File: src/rtl/dl11_uart_rx_pkg.sv
`default_nettype none
// ============================================================================
// Module      : dl11_uart_rx_pkg
// Description : Shared constants and receive-FSM encoding for the DL11 serial path.
// Revision    : 1.0 - initial release
// ============================================================================
package dl11_uart_rx_pkg;

    localparam int c_default_oversample  = 16;
    localparam int c_default_data_bits   = 8;
    localparam int c_default_sync_stages = 2;

    typedef enum logic [2:0] {
        ST_IDLE  = 3'd0,
        ST_START = 3'd1,
        ST_DATA  = 3'd2,
        ST_STOP  = 3'd3,
        ST_BREAK = 3'd4
    } rx_state_t;

endpackage
`default_nettype wire

File: src/rtl/dl11_uart_rx_if.sv
`default_nettype none
// ============================================================================
// Module      : dl11_uart_rx_if
// Description : Holding-register unload handshake between receiver and console block.
// Revision    : 1.0 - initial release
// ============================================================================
interface dl11_uart_rx_if
    import dl11_uart_rx_pkg::*;
#(
    parameter int DATA_BITS = c_default_data_bits
);
    logic [DATA_BITS-1:0] rx_data;
    logic                 rx_empty;
    logic                 rx_frame_err;
    logic                 rx_overrun;
    logic                 uld_rx_data;

    modport master (
        output rx_data,
        output rx_empty,
        output rx_frame_err,
        output rx_overrun,
        input  uld_rx_data
    );

    modport slave (
        input  rx_data,
        input  rx_empty,
        input  rx_frame_err,
        input  rx_overrun,
        output uld_rx_data
    );
endinterface
`default_nettype wire

File: src/rtl/dl11_sync.sv
`default_nettype none
// ============================================================================
// Module      : dl11_sync
// Description : Multi-flop synchroniser for the idle-high serial line; resets to 1.
// Revision    : 1.0 - initial release
// ============================================================================
module dl11_sync #(
    parameter int STAGES = 2
) (
    input  wire logic clk,
    input  wire logic reset,
    input  wire logic i_d,
    output logic      o_q
);
    logic [STAGES-1:0] r_sync;

    always_ff @(posedge clk) begin
        if (reset) begin
            r_sync <= '1;
        end else begin
            r_sync[0] <= i_d;
            for (int i = 1; i < STAGES; i++) begin
                r_sync[i] <= r_sync[i-1];
            end
        end
    end

    assign o_q = r_sync[STAGES-1];
endmodule
`default_nettype wire

File: src/rtl/dl11_uart_rx.sv
`default_nettype none
// ============================================================================
// Module      : dl11_uart_rx
// Description : Oversampling DL11 serial receiver with holding register and flags.
// Revision    : 1.0 - initial release
// ============================================================================
module dl11_uart_rx
    import dl11_uart_rx_pkg::*;
#(
    parameter int OVERSAMPLE  = c_default_oversample,
    parameter int DATA_BITS   = c_default_data_bits,
    parameter int SYNC_STAGES = c_default_sync_stages
) (
    input  wire logic      clk,
    input  wire logic      reset,
    input  wire logic      rxclk,
    input  wire logic      rx_enable,
    input  wire logic      rx_in,
    dl11_uart_rx_if.master rx_bus
);
    localparam int c_cnt_w = $clog2(OVERSAMPLE);
    localparam int c_bit_w = $clog2(DATA_BITS + 1);
    localparam logic [c_cnt_w-1:0] c_cnt_half = c_cnt_w'(OVERSAMPLE / 2 - 1);
    localparam logic [c_cnt_w-1:0] c_cnt_full = c_cnt_w'(OVERSAMPLE - 1);
    localparam logic [c_bit_w-1:0] c_bit_last = c_bit_w'(DATA_BITS - 1);

    logic                 w_rxs;
    rx_state_t            r_state, w_state_next;
    logic [c_cnt_w-1:0]   r_cnt, w_cnt_next;
    logic [c_bit_w-1:0]   r_bit, w_bit_next;
    logic [DATA_BITS-1:0] r_shift, w_shift_next;
    logic                 r_load, w_load_next;
    logic                 r_stop, w_stop_next;

    logic [DATA_BITS-1:0] r_data;
    logic                 r_empty;
    logic                 r_frame_err;
    logic                 r_overrun;

    dl11_sync #(
        .STAGES (SYNC_STAGES)
    ) u_sync (
        .clk   (clk),
        .reset (reset),
        .i_d   (rx_in),
        .o_q   (w_rxs)
    );

    always_ff @(posedge clk) begin
        if (reset) begin
            r_state <= ST_IDLE;
            r_cnt   <= '0;
            r_bit   <= '0;
            r_shift <= '0;
            r_load  <= 1'b0;
            r_stop  <= 1'b0;
        end else begin
            r_state <= w_state_next;
            r_cnt   <= w_cnt_next;
            r_bit   <= w_bit_next;
            r_shift <= w_shift_next;
            r_load  <= w_load_next;
            r_stop  <= w_stop_next;
        end
    end

    always_comb begin
        w_state_next = r_state;
        w_cnt_next   = r_cnt;
        w_bit_next   = r_bit;
        w_shift_next = r_shift;
        w_load_next  = 1'b0;
        w_stop_next  = r_stop;

        if (!rx_enable) begin
            w_state_next = ST_IDLE;
            w_cnt_next   = '0;
            w_bit_next   = '0;
        end else if (rxclk) begin
            case (r_state)
                ST_IDLE: begin
                    if (!w_rxs) begin
                        w_state_next = ST_START;
                        w_cnt_next   = '0;
                    end
                end
                ST_START: begin
                    // Mid-start-bit recheck rejects line glitches shorter than half a bit.
                    if (r_cnt == c_cnt_half) begin
                        w_cnt_next   = '0;
                        w_bit_next   = '0;
                        w_state_next = w_rxs ? ST_IDLE : ST_DATA;
                    end else begin
                        w_cnt_next = r_cnt + 1'b1;
                    end
                end
                ST_DATA: begin
                    if (r_cnt == c_cnt_full) begin
                        w_cnt_next   = '0;
                        w_shift_next = {w_rxs, r_shift[DATA_BITS-1:1]};
                        w_bit_next   = r_bit + 1'b1;
                        if (r_bit == c_bit_last) begin
                            w_state_next = ST_STOP;
                        end
                    end else begin
                        w_cnt_next = r_cnt + 1'b1;
                    end
                end
                ST_STOP: begin
                    if (r_cnt == c_cnt_full) begin
                        w_cnt_next   = '0;
                        w_stop_next  = w_rxs;
                        w_load_next  = 1'b1;
                        w_state_next = w_rxs ? ST_IDLE : ST_BREAK;
                    end else begin
                        w_cnt_next = r_cnt + 1'b1;
                    end
                end
                ST_BREAK: begin
                    if (w_rxs) begin
                        w_state_next = ST_IDLE;
                    end
                end
                default: begin
                    w_state_next = ST_IDLE;
                end
            endcase
        end
    end

    // A load in the same clk as an unload takes priority and clears overrun.
    always_ff @(posedge clk) begin
        if (reset) begin
            r_data      <= '0;
            r_empty     <= 1'b1;
            r_frame_err <= 1'b0;
            r_overrun   <= 1'b0;
        end else if (r_load) begin
            r_data      <= r_shift;
            r_empty     <= 1'b0;
            r_frame_err <= ~r_stop;
            if (rx_bus.uld_rx_data) begin
                r_overrun <= 1'b0;
            end else if (!r_empty) begin
                r_overrun <= 1'b1;
            end
        end else if (rx_bus.uld_rx_data) begin
            r_empty     <= 1'b1;
            r_frame_err <= 1'b0;
            r_overrun   <= 1'b0;
        end
    end

    assign rx_bus.rx_data      = r_data;
    assign rx_bus.rx_empty     = r_empty;
    assign rx_bus.rx_frame_err = r_frame_err;
    assign rx_bus.rx_overrun   = r_overrun;
endmodule
`default_nettype wire

File: src/flat_wrapper.sv
// flat-port wrapper written by rule: the top's interface ports become plain ports
module dl11_uart_rx_flat import dl11_uart_rx_pkg::*;
#(
    parameter int OVERSAMPLE  = c_default_oversample,
    parameter int DATA_BITS   = c_default_data_bits,
    parameter int SYNC_STAGES = c_default_sync_stages
)
  (clk, reset, rxclk, rx_enable, rx_in, rx_bus_rx_data, rx_bus_rx_empty, rx_bus_rx_frame_err, rx_bus_rx_overrun, rx_bus_uld_rx_data);
  dl11_uart_rx_if #(.DATA_BITS(DATA_BITS)) rx_bus_i ();
  input  wire logic clk;
  input  wire logic reset;
  input  wire logic rxclk;
  input  wire logic rx_enable;
  input  wire logic rx_in;
  output wire logic [$bits(rx_bus_i.rx_data)-1:0] rx_bus_rx_data;
  output wire logic [$bits(rx_bus_i.rx_empty)-1:0] rx_bus_rx_empty;
  output wire logic [$bits(rx_bus_i.rx_frame_err)-1:0] rx_bus_rx_frame_err;
  output wire logic [$bits(rx_bus_i.rx_overrun)-1:0] rx_bus_rx_overrun;
  input wire logic [$bits(rx_bus_i.uld_rx_data)-1:0] rx_bus_uld_rx_data;
  assign rx_bus_rx_data = rx_bus_i.rx_data;
  assign rx_bus_rx_empty = rx_bus_i.rx_empty;
  assign rx_bus_rx_frame_err = rx_bus_i.rx_frame_err;
  assign rx_bus_rx_overrun = rx_bus_i.rx_overrun;
  assign rx_bus_i.uld_rx_data = rx_bus_uld_rx_data;
  dl11_uart_rx #(.OVERSAMPLE(OVERSAMPLE), .DATA_BITS(DATA_BITS), .SYNC_STAGES(SYNC_STAGES)) u_core (.clk(clk), .reset(reset), .rxclk(rxclk), .rx_enable(rx_enable), .rx_in(rx_in), .rx_bus(rx_bus_i));
endmodule
File: config.mk
export PLATFORM = sky130hd
export DESIGN_NAME = dl11_uart_rx_flat
export DESIGN_NICKNAME = d
export VERILOG_FILES = /design/src/rtl/dl11_uart_rx_pkg.sv /design/src/rtl/dl11_uart_rx_if.sv /design/src/rtl/dl11_sync.sv /design/src/rtl/dl11_uart_rx.sv /design/src/flat_wrapper.sv
export SDC_FILE = /design/constraint.sdc
export NUM_CORES = 1
export LEC_CHECK = 0
export CAP_MARGIN = 20
export CORE_MARGIN = 2
export CORE_UTILIZATION = 25
export CTS_BUF_LIST = sky130_fd_sc_hd__clkbuf_8
export DETAILED_ROUTE_END_ITERATION = 12
export PLACE_DENSITY_LB_ADDON = 0.05
export SYNTH_ARGS = -nofsm -noshare
export SYNTH_HDL_FRONTEND = slang
export SYNTH_SLANG_ARGS = --single-unit
File: constraint.sdc
create_clock -name clk -period 2.9 [get_ports clk]
set_input_delay 0.435 -clock clk [delete_from_list [all_inputs] [get_ports clk]]
set_output_delay 0.435 -clock clk [all_outputs]
set_load 0.01 [all_outputs]
==> Changelog: implementation <==
### Metrics

* Buffer and inverter count on the worst path at 1
* Die height at 81.2 um
* GR Layer Usage met3 at about 3.4%
* Relative slew slack at 59.7%
* Synth top cell by count: dfxtp_1
* Ys cells at 159
* Number of synthesized flops with an enable pin at 0
* Critical path required time at between 3000 and 4000 ps
* TritonCTS Buffers at 5
* Clk pwr share at 46.8%
* Post-Syn Area at 1490 um^2
* Non-clk invs at 4
* Layout area overhead at 20.8%
* Total grt overflow at 0
* Uppermost routed layer: met4
* Area leader share at 45.6%
* Adder-Cell Fraction of Synth Area at under 10%
* Mux share at approximately an eighth
* Ao+oa area frac at 10.5%
* Comb_multi_in at 111
* Routed WL at 2.98 mm
* Net Count, Synth at roughly 170
* Top logic family: simple AND/OR/NAND/NOR gates
* Register share after synthesis at 45.6%
* Crit path from: rxclk
* Critical path launch point type: input pin
* Critical Path End Type: flip-flop
* Tool warnings at 26
* Critical path depth in cells at 5
* Post-route non-filler standard cell count at 249
* Switching portion of total power at about a fifth
* Layout Utilization at 30.8%
* Yosys stat area at between 1000 and 1500 um^2
* Met1 Use GR at 14.7%
* Power Density at just over 500 nW/um^2
* Post-Route Setup TNS at 0 ps
* Clock buffer cells at 5
* Slowest cell on the critical path: and4b_1
* Worst endpoint data arrival time at 2200 ps
* Fill count at roughly 620
* Status: finished clean
* Placed cell count at between 200 and 250
* Htree depth at 2
* Synth area leaders: dfxtp_1 (46%), mux2i_1 (13%), nor2_1 (6.8%)
* Fp_density at 25.5%
* Hold buffers post-CTS at 0
* Routability Congestion at around 0.74
* HP Start: u_core.u_sync.r_sync[0]$_SDFF_PP1_
* Grt peak-use layer: met1
* Vias at roughly 1100
* R2R Path Start: u_core.r_cnt[0]$_SDFFE_PP0P_
* Slew Viols, Final at 0
* Setup repair bufs after CTS at 0
* Mapped Cells at 159
* Area after DPL at 1690 um^2
* Fin area at 1800 um^2
* DRC viols at 0
* CP max stage delay at roughly 560 ps
* Antenna Diode Count at 0
* Design internal power at 0.735 mW
* Die ar. at 6600 um^2
* CP delay by family, top: simple AND/OR/NAND/NOR gates
* Clock sink total at 34
* Global-route wire length before repair at 5.25 mm
* Final Total Pwr at around 0.93 mW
* Xor/xnor share at under 10%
* Kind of critical path: input pin to flip-flop
* Vias per inst at 4.45
* Cell breakdown of the critical path: clkdlybuf4s50_1, and4b_1, and4b_1, mux2i_1, nor2_1
* Clock-pin slew on the worst setup and hold paths at around 70 ps
* Hold depth at 1
* Global-route usage over all layers at approximately a tenth
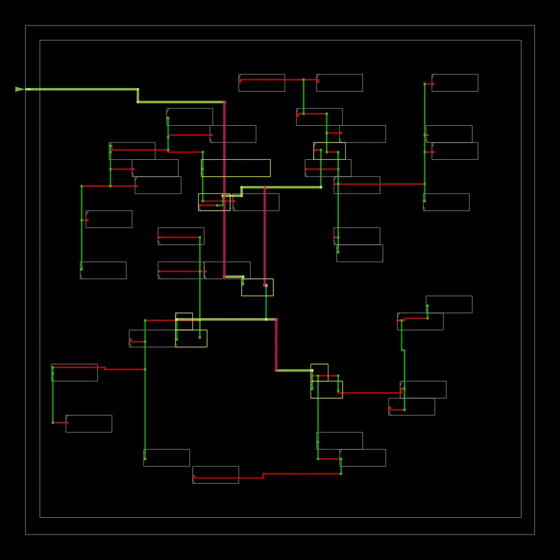
*Clock nets*
clk pwr: 0.436 mW
FFs & Latches: 34

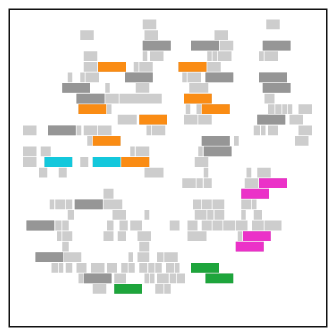
*Where the registers sit*
colour	signal	flops
magenta	u_core.r_bit	4
orange	u_core.r_shift	8
green	u_core.r_state	3
cyan	u_core.u_sync.r_sync	2

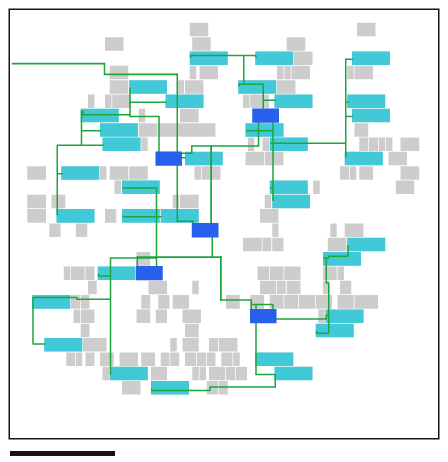
*Clock distribution*
Scale bar: 20 um.
[green] clock wires | length: 493 um
[blue] clock drivers | count: 5
[cyan] flip-flops | count: 34
routed clock nets	6

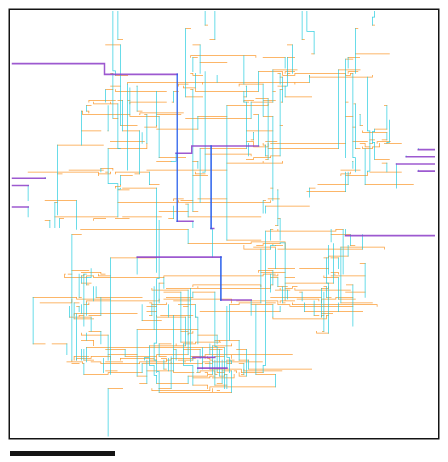
*Wiring by layer*
Scale bar: 20 um.
colour	layer	wire length
cyan	metal 2	1210 um
purple	metal 3	132 um
orange	metal 1	1590 um
blue	metal 4	51.7 um

Power figures rest on the tool's default switching activity, not on a simulated workload.
